[src/rtl/mem_boot_ctrl.sv]
// Boot loader: streams words into data then instruction BRAM, then releases the core.
// Define BOOT_CHECKSUM_EN to add a trailing checksum word and an ERROR state.
module mem_boot_ctrl #(
  parameter int D_WORDS = 3,
  parameter int I_WORDS = 8
) (
  input  logic        clk,
  input  logic        rst,
  input  logic        start,
  input  logic        abort,
  input  logic        s_valid,
  input  logic [31:0] s_dat,
  output logic        s_ready,
  output logic [9:0]  d_w_addr,
  output logic [31:0] d_w_dat,
  output logic        d_w_enb,
  output logic [9:0]  i_w_addr,
  output logic [31:0] i_w_dat,
  output logic        i_w_enb,
  output logic        d_bram_init_done,
  output logic        pc_stall,
  output logic        i_r_enb,
  output logic        rd_enbl,
  output logic        busy,
  output logic        done,
  output logic        error
);

  typedef enum logic [2:0] {
    IDLE   = 3'd0,
    LOAD_D = 3'd1,
    LOAD_I = 3'd2,
`ifdef BOOT_CHECKSUM_EN
    CHECK  = 3'd4,
    ERROR  = 3'd5,
`endif
    RUN    = 3'd3
  } st_t;

`ifdef BOOT_CHECKSUM_EN
  localparam st_t AFTER_I = CHECK;
`else
  localparam st_t AFTER_I = RUN;
`endif

  localparam logic [31:0] D_LAST = 32'(D_WORDS - 1);
  localparam logic [31:0] I_LAST = 32'(I_WORDS - 1);

  st_t         state;
  st_t         state_nx;
  logic [31:0] idx;
  logic        hs;
  logic        in_chk;
  logic        in_load;

`ifdef BOOT_CHECKSUM_EN
  logic [31:0] sum;
  assign in_chk = (state == CHECK);
  assign error  = (state == ERROR);
`else
  assign in_chk = 1'b0;
  assign error  = 1'b0;
`endif

  assign in_load  = (state == LOAD_D) || (state == LOAD_I);
  assign s_ready  = in_load || in_chk;
  assign busy     = s_ready;
  assign hs       = s_valid && s_ready;
  assign done     = (state == RUN);
  assign i_r_enb  = done;
  assign rd_enbl  = done;
  assign pc_stall = !done;

  always_ff @(posedge clk or negedge rst) begin
    if (!rst) state <= IDLE;
    else      state <= state_nx;
  end

  always_comb begin
    state_nx = state;
    if (abort) begin
      state_nx = IDLE;
    end else begin
      unique case (state)
        IDLE:
          if (start)
            state_nx = (D_WORDS > 0) ? LOAD_D
                     : (I_WORDS > 0) ? LOAD_I
                     : AFTER_I;
        LOAD_D:
          if (hs && idx == D_LAST)
            state_nx = (I_WORDS > 0) ? LOAD_I : AFTER_I;
        LOAD_I:
          if (hs && idx == I_LAST)
            state_nx = AFTER_I;
`ifdef BOOT_CHECKSUM_EN
        CHECK:
          if (hs)
            state_nx = (s_dat == sum) ? RUN : ERROR;
`endif
        default: state_nx = state;
      endcase
    end
  end

  // abort clears everything, including a write registered last cycle
  always_ff @(posedge clk or negedge rst) begin
    if (!rst) begin
      idx              <= '0;
      d_w_addr         <= '0;
      d_w_dat          <= '0;
      d_w_enb          <= 1'b0;
      i_w_addr         <= '0;
      i_w_dat          <= '0;
      i_w_enb          <= 1'b0;
      d_bram_init_done <= 1'b0;
`ifdef BOOT_CHECKSUM_EN
      sum              <= '0;
`endif
    end else if (abort) begin
      idx              <= '0;
      d_w_addr         <= '0;
      d_w_dat          <= '0;
      d_w_enb          <= 1'b0;
      i_w_addr         <= '0;
      i_w_dat          <= '0;
      i_w_enb          <= 1'b0;
      d_bram_init_done <= 1'b0;
`ifdef BOOT_CHECKSUM_EN
      sum              <= '0;
`endif
    end else begin
      d_w_enb <= hs && (state == LOAD_D);
      i_w_enb <= hs && (state == LOAD_I);
      if (hs && state == LOAD_D) begin
        d_w_addr <= {idx[7:0], 2'b00};
        d_w_dat  <= s_dat;
      end
      if (hs && state == LOAD_I) begin
        i_w_addr <= {idx[7:0], 2'b00};
        i_w_dat  <= s_dat;
      end
      if (state == IDLE) begin
        idx <= '0;
      end else if (hs && in_load) begin
        idx <= (state_nx == state) ? idx + 32'd1 : '0;
      end
      if ((state == IDLE || state == LOAD_D) && state_nx != state &&
          state_nx != LOAD_D && state_nx != IDLE)
        d_bram_init_done <= 1'b1;
`ifdef BOOT_CHECKSUM_EN
      if (state == IDLE)
        sum <= '0;
      else if (hs && in_load)
        sum <= sum + s_dat;
`endif
    end
  end

endmodule

[config.mk]
export PLATFORM = sky130hd
export DESIGN_NAME = mem_boot_ctrl
export DESIGN_NICKNAME = d
export VERILOG_FILES = /design/src/rtl/mem_boot_ctrl.sv
export SDC_FILE = /design/constraint.sdc
export NUM_CORES = 1
export LEC_CHECK = 0
export ABC_AREA = 1
export CAP_MARGIN = 5
export CORE_MARGIN = 2
export CORE_UTILIZATION = 55
export CTS_CLUSTER_DIAMETER = 80
export DETAILED_ROUTE_END_ITERATION = 8
export PLACE_DENSITY_LB_ADDON = 0.1
export SETUP_SLACK_MARGIN = 0.02
export SLEW_MARGIN = 40
export SYNTH_ARGS = -nofsm -noshare
export SYNTH_HDL_FRONTEND = slang
export SYNTH_SLANG_ARGS = --single-unit
export TNS_END_PERCENT = 30
[constraint.sdc]
create_clock -name clk -period 4.3 [get_ports clk]
set_input_delay 0.86 -clock clk [delete_from_list [all_inputs] [get_ports clk]]
set_output_delay 0.86 -clock clk [all_outputs]
set_load 0.03 [all_outputs]
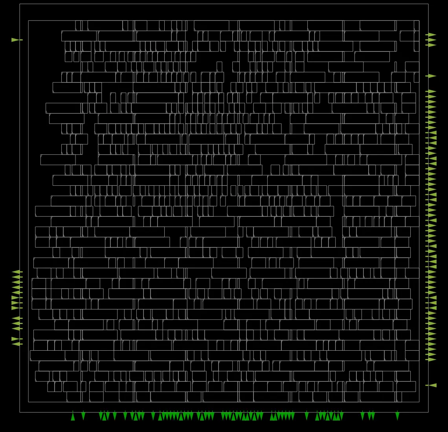
**Above:** run 1 (cell outlines without signal wires).
final sequential cell count: 118
final core area utilization: 0.744
post-route insts no fill: 980
register share of the cell area: 0.383

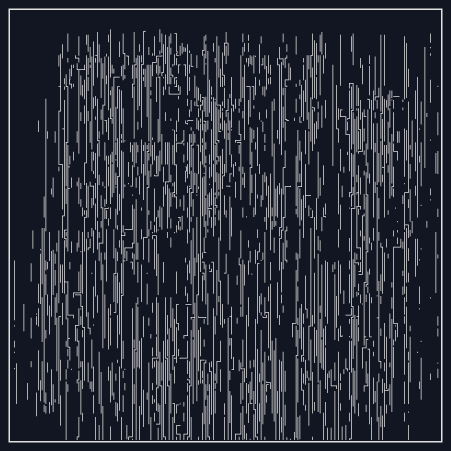
**Above:** run 1 (M2 wires).
Drawn at 4 px/µm.
The wires run mostly vertical. The layer carries 7,660 µm of wire. The longest straight run is 43.5 µm.

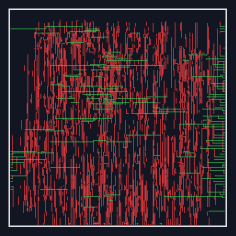
**Above:** run 1 (metal layers overlaid).
Drawn at 2 px/µm. Two of the layers only.
Green stands for met3, wire length 1,120 µm. Red stands for met2, wire length 7,660 µm.

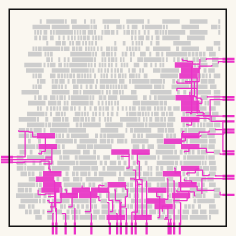
**Above:** run 1 (I/O nets highlighted).
Drawn at 2 px/µm.
Magenta stands for d_w_dat, bits 32, direction output, edge 16 south, 13 east, 3 west, end cells 32, buffers 32, wire 1,000 µm.

==> summary.txt, run 1 <==
yosys + openroad results -> number of nets in the final layout=slightly below 900, Post-synth area hogs=sky130_fd_sc_hd__dfrtp_1, sky130_fd_sc_hd__nand2_1, sky130_fd_sc_hd__nand3_1, Seq cells post-synth=about 120, I/O Buffers=125, final instance area=roughly 7700 µm², net switching power=640 µW, number of remaining DRC errors=0, chip area=~12,000 µm², number of global-route vias before repair=5,226, violation count after the first detailed-routing iteration=~530, Die Span X=roughly 110 µm, via-per-instance ratio=~5.6, met2 track utilization from global routing=0.455, Congestion Overflow GR=0, Reg2Reg Launch Point=idx[0], RSZ-0062 raised after global routing=false, # Cells Yosys=about 730, buffers from clock root to sink, at most=2, Rel. slew slack=0.443, run status=completed, Final Hold Slack=approximately 0.38 ns, Final Critical Period=about 3.2 ns, number of buffers created by CTS=17, global-route track usage on met1=0.406, Avg Inst Size Synth=8.12 µm², remaining antenna violation count after routing=0, count of warnings emitted by yosys=0, Total Routed Length=~16,000 µm, VDD IR-drop max=~0.25 mV, Final Hold Violation Tally=0, placed cell area=between 7000 and 8000 µm², number of setup violations in the final report=0, Tightest Hold Check Type=input pin to asynchronous set/reset pin, Comb group=between 200 and 250 µW, category of the worst setup path launch point=flop, summed negative setup slack over all endpoints=0 ns, library cell with the largest summed area after synthesis=sky130_fd_sc_hd__dfrtp_1, placed wire-length estimate after detailed placement=about 11,000 µm, sequential share of power=0.407, clock input transition at the sequential cells of the worst setup and hold paths=approximately 0.06 ns, ratio of cells with drive above 1 in the final layout=0.0675, Distinct cells, synth=32, Most Crowded Layer GR=met2, register-to-register setup slack=roughly 2.1 ns, pin count of the biggest net entering global routing=between 80 and 90, chip height=108 µm, Crit path arrival time=2.30 ns, FP Util=0.571, max-slew violation count=0, Clk power=between 1000 and 1500 µW, Setup WS post-layout=1.14 ns, Worst Setup Slack post-DPL=about 1.5 ns, detailed-routing iteration count for the pre-antenna-repair pass=5, tool warning count=27, gate count of the mapped netlist=~730, GRT Util Overall=0.291, largest power group=the clock network, Worst Reg-to-Reg Cells=10, highest net fanout along the worst path=4, register share after synthesis=0.499, number of cells upsized or downsized after cts=0, power attributed to sequential cells=between 1000 and 1500 µW, number of antenna violations at the first check in global routing=0, Period Utilization, post-route=0.735, Worst setup EP type=primary output, highest clock rate=approximately 320 MHz, combinational cell fraction of total power=0.077, root buf cell=sky130_fd_sc_hd__clkbuf_8, Pwr Total=~2800 µW, cell area power density=361 nW/µm², Synth async-reset ratio=1.00, reg2reg end=idx[3], Area leader share=0.499, first-pass GRT wire length=~27,000 µm, mapped cell area=between 5000 and 6000 µm², max-capacitance violation count=0, kind of critical path=flop to primary output, total instance count after detailed placement=approximately 950, number of enable-type register cells in the synthesized netlist=0, placeable core region=~10,000 µm², insertion delay to the later sink of the worst-skew pair=approximately 0.51 ns, post-CTS setup-driven buffer insertion count=0, Internal=~2100 µW, clock network fraction of design power=0.515, drt wl/cell=between 15 and 20 µm, global-route track usage on met3=0.0599, filler cell count in the final layout=slightly above 800, leading register cell type out of synthesis=sky130_fd_sc_hd__dfrtp_1, data required time at the worst endpoint=between 3 and 4 ns, fraction of power spent switching nets=0.230, reported leakage power=roughly 0.0038 µW, via count of the routed design=approximately 5,500
run 1: final cells by class:
class | count | area [µm²] | area share
inverters | 93 | 349 | 0.0452
clock inverters | 9 | 153 | 0.0198
clock buffers | 21 | 439 | 0.0569
repair buffers | 130 | 1310 | 0.169
flip-flops and latches | 118 | 2950 | 0.383
well taps | 136 | 170 | 0.0221
multi-input cells | 473 | 2350 | 0.304
run 1: worst max-delay path, stage by stage (launching register included):
cell and delay (ns):
sky130_fd_sc_hd__dfrtp_1 0.43, sky130_fd_sc_hd__inv_1 0.14, sky130_fd_sc_hd__nor3_1 0.45, sky130_fd_sc_hd__clkdlybuf4s50_1 0.76
run 1: synthesized netlist by cell type (4+ instances only):
master,instances
sky130_fd_sc_hd__nand2_1,142
sky130_fd_sc_hd__nand4_1,39
sky130_fd_sc_hd__buf_4,10
sky130_fd_sc_hd__buf_2,5
sky130_fd_sc_hd__xor2_1,20
sky130_fd_sc_hd__nor2_1,53
sky130_fd_sc_hd__dfrtp_1,118
sky130_fd_sc_hd__o21ai_0,82
sky130_fd_sc_hd__nor3_1,11
sky130_fd_sc_hd__inv_1,87
sky130_fd_sc_hd__nand3_1,92
sky130_fd_sc_hd__clkbuf_1,26
sky130_fd_sc_hd__inv_2,6
sky130_fd_sc_hd__buf_6,6
sky130_fd_sc_hd__nand2_4,4
sky130_fd_sc_hd__nand2_2,4
run 1: worst max path at each step:
stage / startpoint / to / slack (ns) / depth (start not counted)
finish: state[0] / rd_enbl / 1.14 / 3
global route: state[0] / rd_enbl / 1.01 / 3
CTS: state[0] / rd_enbl / 1.13 / 3
detailed placement: s_valid / d_w_dat[5] / 1.55 / 6
global placement: s_valid / d_w_dat[5] / 1.28 / 6
floorplan: state[0] / pc_stall / 1.67 / 3
run 1: sequential cells by signal (all words and copies together) (netlist names):
signal,cells
idx,32
state,3
i_w_enb,1
d_w_addr,8
d_w_enb,1
d_w_dat,32
i_w_dat,32
i_w_addr,8
d_bram_init_done,1
run 1: placed cells by master, fill, tap and decap left out, types with 5 or more instances in the layout:
cell                                n
sky130_fd_sc_hd__clkdlybuf4s50_1  124
sky130_fd_sc_hd__nor3_1            11
sky130_fd_sc_hd__clkbuf_16         16
sky130_fd_sc_hd__conb_1             5
sky130_fd_sc_hd__o21ai_0           82
sky130_fd_sc_hd__nor2_1            53
sky130_fd_sc_hd__inv_2              8
sky130_fd_sc_hd__nand2_1          142
sky130_fd_sc_hd__dfrtp_1          118
sky130_fd_sc_hd__xor2_1            20
sky130_fd_sc_hd__nand3_1           92
sky130_fd_sc_hd__nand4_1           39
sky130_fd_sc_hd__inv_1             85
run 1: kinds of logic (layout without fill, tap and decap cells):
kind of cell             count (synthesis)  in the layout  share of synthesized area
XOR/XNOR                                23             23                     0.0340
other                                    1              5                   0.000633
AND-OR/OR-AND                           88             88                     0.0759
adder cells (fa/ha/maj)                  2              2                    0.00423
buffers and inverters                  142            253                      0.107
flip-flops                             118            118                      0.499
AND/OR/NAND/NOR                        355            355                      0.279
run 1: per-layer routing:
layer,wire length [µm],part of all wire
met2,7660,0.48
met1,6880,0.43
met3,1120,0.070
met5,0,0
met4,402,0.025
**Run 1: pin map**

Drawn at 4 px/µm. Pins as bars across the die edge, other pins in grey.
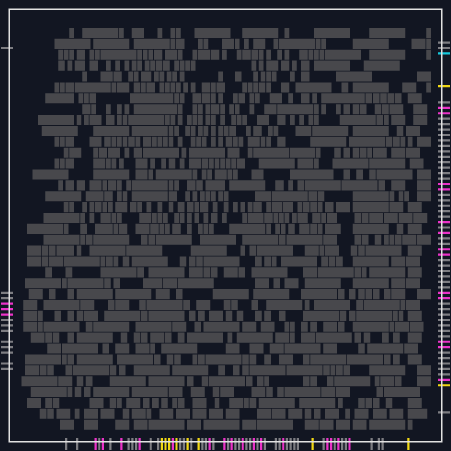

==> run 1 -> run 2 <==
--- a/config.mk
+++ b/config.mk
@@ -8,7 +8,7 @@
 export ABC_AREA = 1
 export CAP_MARGIN = 5
 export CORE_MARGIN = 2
-export CORE_UTILIZATION = 55
+export CORE_UTILIZATION = 51
 export CTS_CLUSTER_DIAMETER = 80
 export DETAILED_ROUTE_END_ITERATION = 8
 export PLACE_DENSITY_LB_ADDON = 0.1
==> constraint.sdc (replaced) <==
create_clock -name clk -period 3 [get_ports clk]
set_input_delay 0.6 -clock clk [delete_from_list [all_inputs] [get_ports clk]]
set_output_delay 0.6 -clock clk [all_outputs]
set_load 0.03 [all_outputs]
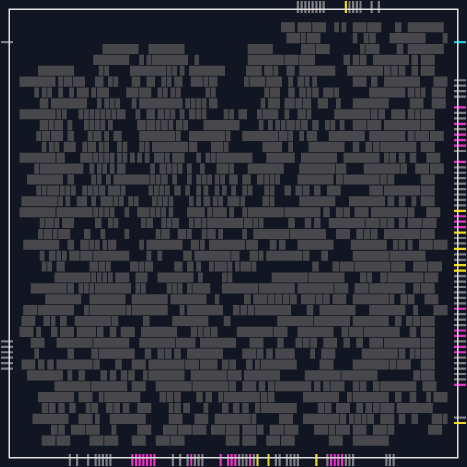
**Above:** run 2 (pin map).
Drawn at 4 px/µm. Pins as bars across the die edge, other pins in grey.
Magenta stands for d_w_dat, pins 32, direction output, edge 17 south, 15 east. Cyan stands for error, pins 1, direction output, edge east. Yellow stands for d_w_addr, pins 10, direction output, edge 6 east, 3 south, 1 north.

==> run 2 against run 1 <==
Clock skew about the same. Critical path depth did not move. Non-clock buffer count increased by 1. Worst hold slack worse by 0.20 ns. Largest cell class unchanged.
==> summary.txt, run 2 <==
yosys + openroad results -> Die Span X=112 µm (+3.7%), CTS H-tree lvls=4, highest net fanout along the worst path=4 (unchanged), Largest regs=d_w_dat (32), i_w_dat (32), idx (32), leading cell type by number of instances after synthesis=sky130_fd_sc_hd__nand2_1, CTS tree=built, register-to-register setup slack=0.83 ns (-1.26 ns), gate count of the mapped netlist=729 (unchanged), layout overhead on the synthesized area=30.0%, remaining antenna violation count after routing=0 (unchanged), clk_skew=about 0.0071 ns, max-slew violation count=0 (unchanged), RSZ-0062 raised after global routing=false, count of warnings emitted by yosys=0 (unchanged), actual transition at the worst max-transition pin=between 0.8 and 0.9 ns, Avg Inst Size Synth=8.12 µm² (unchanged), via count of the routed design=5,415 (-2.0%), root buf cell=sky130_fd_sc_hd__clkbuf_16, Final Hold Slack=0.180 ns (-0.204 ns), Period Utilization, post-route=0.926, commonest non-fill, non-tap cell in the layout=sky130_fd_sc_hd__nand2_1, mapped cell area=5920 µm² (unchanged), YS chip area=5920 µm², reg2reg end=idx[25], via-per-instance ratio=5.50 (-2.5%), Worst setup EP type=primary output, highest clock rate=roughly 360 MHz, number of setup violations in the final report=0 (unchanged), placed wire-length estimate after detailed placement=10,300 µm (-2.0%), Seq cells post-synth=118 (unchanged), number of global-route vias before repair=5,180 (-0.88%), Post-synth area hogs=sky130_fd_sc_hd__dfrtp_1, sky130_fd_sc_hd__nand2_1, sky130_fd_sc_hd__nand3_1, Worst Reg-to-Reg Cells=10 (unchanged), number of remaining DRC errors=0 (unchanged), Synth async-reset ratio=1.00 (unchanged), Pwr Total=3870 µW (+39%), top logic cells by instance count in the layout=sky130_fd_sc_hd__nand2_1, sky130_fd_sc_hd__clkdlybuf4s50_1, sky130_fd_sc_hd__dfrtp_1, sky130_fd_sc_hd__nand3_1, sky130_fd_sc_hd__inv_1, footprint of the flip-flops and latches=2950 µm² (unchanged), leading register cell type out of synthesis=sky130_fd_sc_hd__dfrtp_1, row count=39, final antenna diode count=0, kind of critical path=flop to primary output, number of cells upsized or downsized after cts=0 (unchanged), Area leader share=0.499 (unchanged), VDD IR-drop max=0.443 mV (+80%), summed negative setup slack over all endpoints=0 ns (unchanged), number of enable-type register cells in the synthesized netlist=0 (unchanged), library cell with the largest summed area after synthesis=sky130_fd_sc_hd__dfrtp_1, Distinct cells, synth=32 (unchanged), pin count of the biggest net entering global routing=81 (-1.2%), reported leakage power=0.00377 µW (-0.43%), detailed-routing iteration count for the pre-antenna-repair pass=5 (unchanged), drt wl/cell=15.9 µm (-2.9%), Final Wtd Congestion=0.910, Crit path arrival time=2.18 ns (-0.12 ns), buffers from clock root to sink, at most=2 (unchanged), number of antenna violations at the first check in global routing=0 (unchanged), violation count after the first detailed-routing iteration=530 (+0.76%), register share after synthesis=0.499 (unchanged), chip area=12,500 µm² (+7.5%), first-pass GRT wire length=25,700 µm (-3.6%), ratio of cells with drive above 1 in the final layout=0.0665 (-0.00103), Commonest cells post-synth=sky130_fd_sc_hd__nand2_1, sky130_fd_sc_hd__dfrtp_1, sky130_fd_sc_hd__nand3_1, chip height=112 µm (+3.7%), Reg2Reg Launch Point=idx[0], Tightest Hold Check Type=input pin to asynchronous set/reset pin, # Cells Yosys=729 (unchanged), filler cell count in the final layout=962 (+18%), Final Critical Period=around 2.8 ns, number of nets in the final layout=873 (+0.11%), number of buffers created by CTS=17 (unchanged), category of the worst setup path launch point=flop, Total Routed Length=15,700 µm (-2.4%), Congestion Overflow GR=0 (unchanged), FP Util=0.521 (-0.0502), boundary pin count=between 100 and 150, GRT Util Overall=0.257 (-0.0340), Rel. slew slack=0.459 (+0.0158), run status=completed, I/O Buffers=125 (unchanged), clock input transition at the sequential cells of the worst setup and hold paths=0.05 ns (about the same), tool warning count=27 (unchanged), max-capacitance violation count=0 (unchanged), placeable core region=11,400 µm² (+9.6%), Combinational Area=2350 µm² (unchanged), insertion delay to the later sink of the worst-skew pair=0.42 ns (-0.09 ns), number of buffers inserted by hold repair at cts=0, Setup WS post-layout=0.222 ns (-0.916 ns), final core area utilization=0.677 (-0.0673), Final Hold Violation Tally=0 (unchanged), cell area power density=504 nW/µm² (+39%), Worst Setup Slack post-DPL=0.576 ns (-0.969 ns), # clock sinks=around 120, data required time at the worst endpoint=2.40 ns (-1.04 ns), post-CTS setup-driven buffer insertion count=0 (unchanged)
==> run 2: netlist changes by cell type in the layout (fill, tap and decap cells not counted), sizes merged <==
cell      before  now
clkbuf        22   23
buf            5    7
clkinvlp       0    1
bufinv         4    2
clkinv         5    1
==> run 2: cell families after synthesis <==
family | synth area share
other | 0.000633
AND/OR/NAND/NOR | 0.279
XOR/XNOR | 0.0340
AND-OR/OR-AND | 0.0759
buffers and inverters | 0.107
adder cells (fa/ha/maj) | 0.00423
flip-flops | 0.499
==> run 2: routing by layer <==
| layer | vias up | routed length [µm] | GRT usage |
|---|---|---|---|
| met5 | - | 0 | 0 |
| met4 | 0 | 329 | 0.106 |
| met3 | 29 | 1020 | 0.0642 |
| met2 | 220 | 7740 | 0.409 |
| met1 | 2612 | 6580 | 0.337 |
| li1 | 2554 | - | - |
==> run 2: final cells by class <==
class | count | share of cell area
well taps | 143 | 0.0233
clock inverters | 4 | 0.00943
clock buffers | 23 | 0.0634
inverters | 93 | 0.0454
multi-input cells | 473 | 0.305
flip-flops and latches | 118 | 0.384
repair buffers | 131 | 0.170
==> run 2: worst max-delay path by stage <==
| stage | startpoint | end | slack (ns) | cells past startpoint |
|---|---|---|---|---|
| 6_report | state[0] | i_r_enb | 0.22 | 3 |
| 5_1_grt | state[0] | rd_enbl | 0.11 | 3 |
| 4_1_cts | state[0] | i_r_enb | 0.20 | 3 |
| 3_5_place_dp | abort | idx[15] | 0.58 | 5 |
| 3_3_place_gp | abort | d_w_dat[24] | 0.56 | 4 |
| 2_1_floorplan | state[0] | pc_stall | 0.63 | 3 |
==> run 2: worst max-delay path, cell delays in order (launching register included) <==
cell and delay, ns:
sky130_fd_sc_hd__dfrtp_1 0.45, sky130_fd_sc_hd__inv_1 0.15, sky130_fd_sc_hd__nor3_1 0.40, sky130_fd_sc_hd__clkdlybuf4s50_1 0.76
==> run 2: through the flow <==
stage	instance area (µm²)	cells
floorplan	5940	733
global placement	7130	958
detailed placement	7130	958
CTS	7690	985
global route	7690	985
finish	7690	985
==> run 2: power breakdown <==
part           switching (µW)  total [µW]  internal [µW]
combinational             202         308            106
sequential               13.7        1630           1620
clock                     656        1940           1280
Power figures rest on the tool's default switching activity, not on a simulated workload.
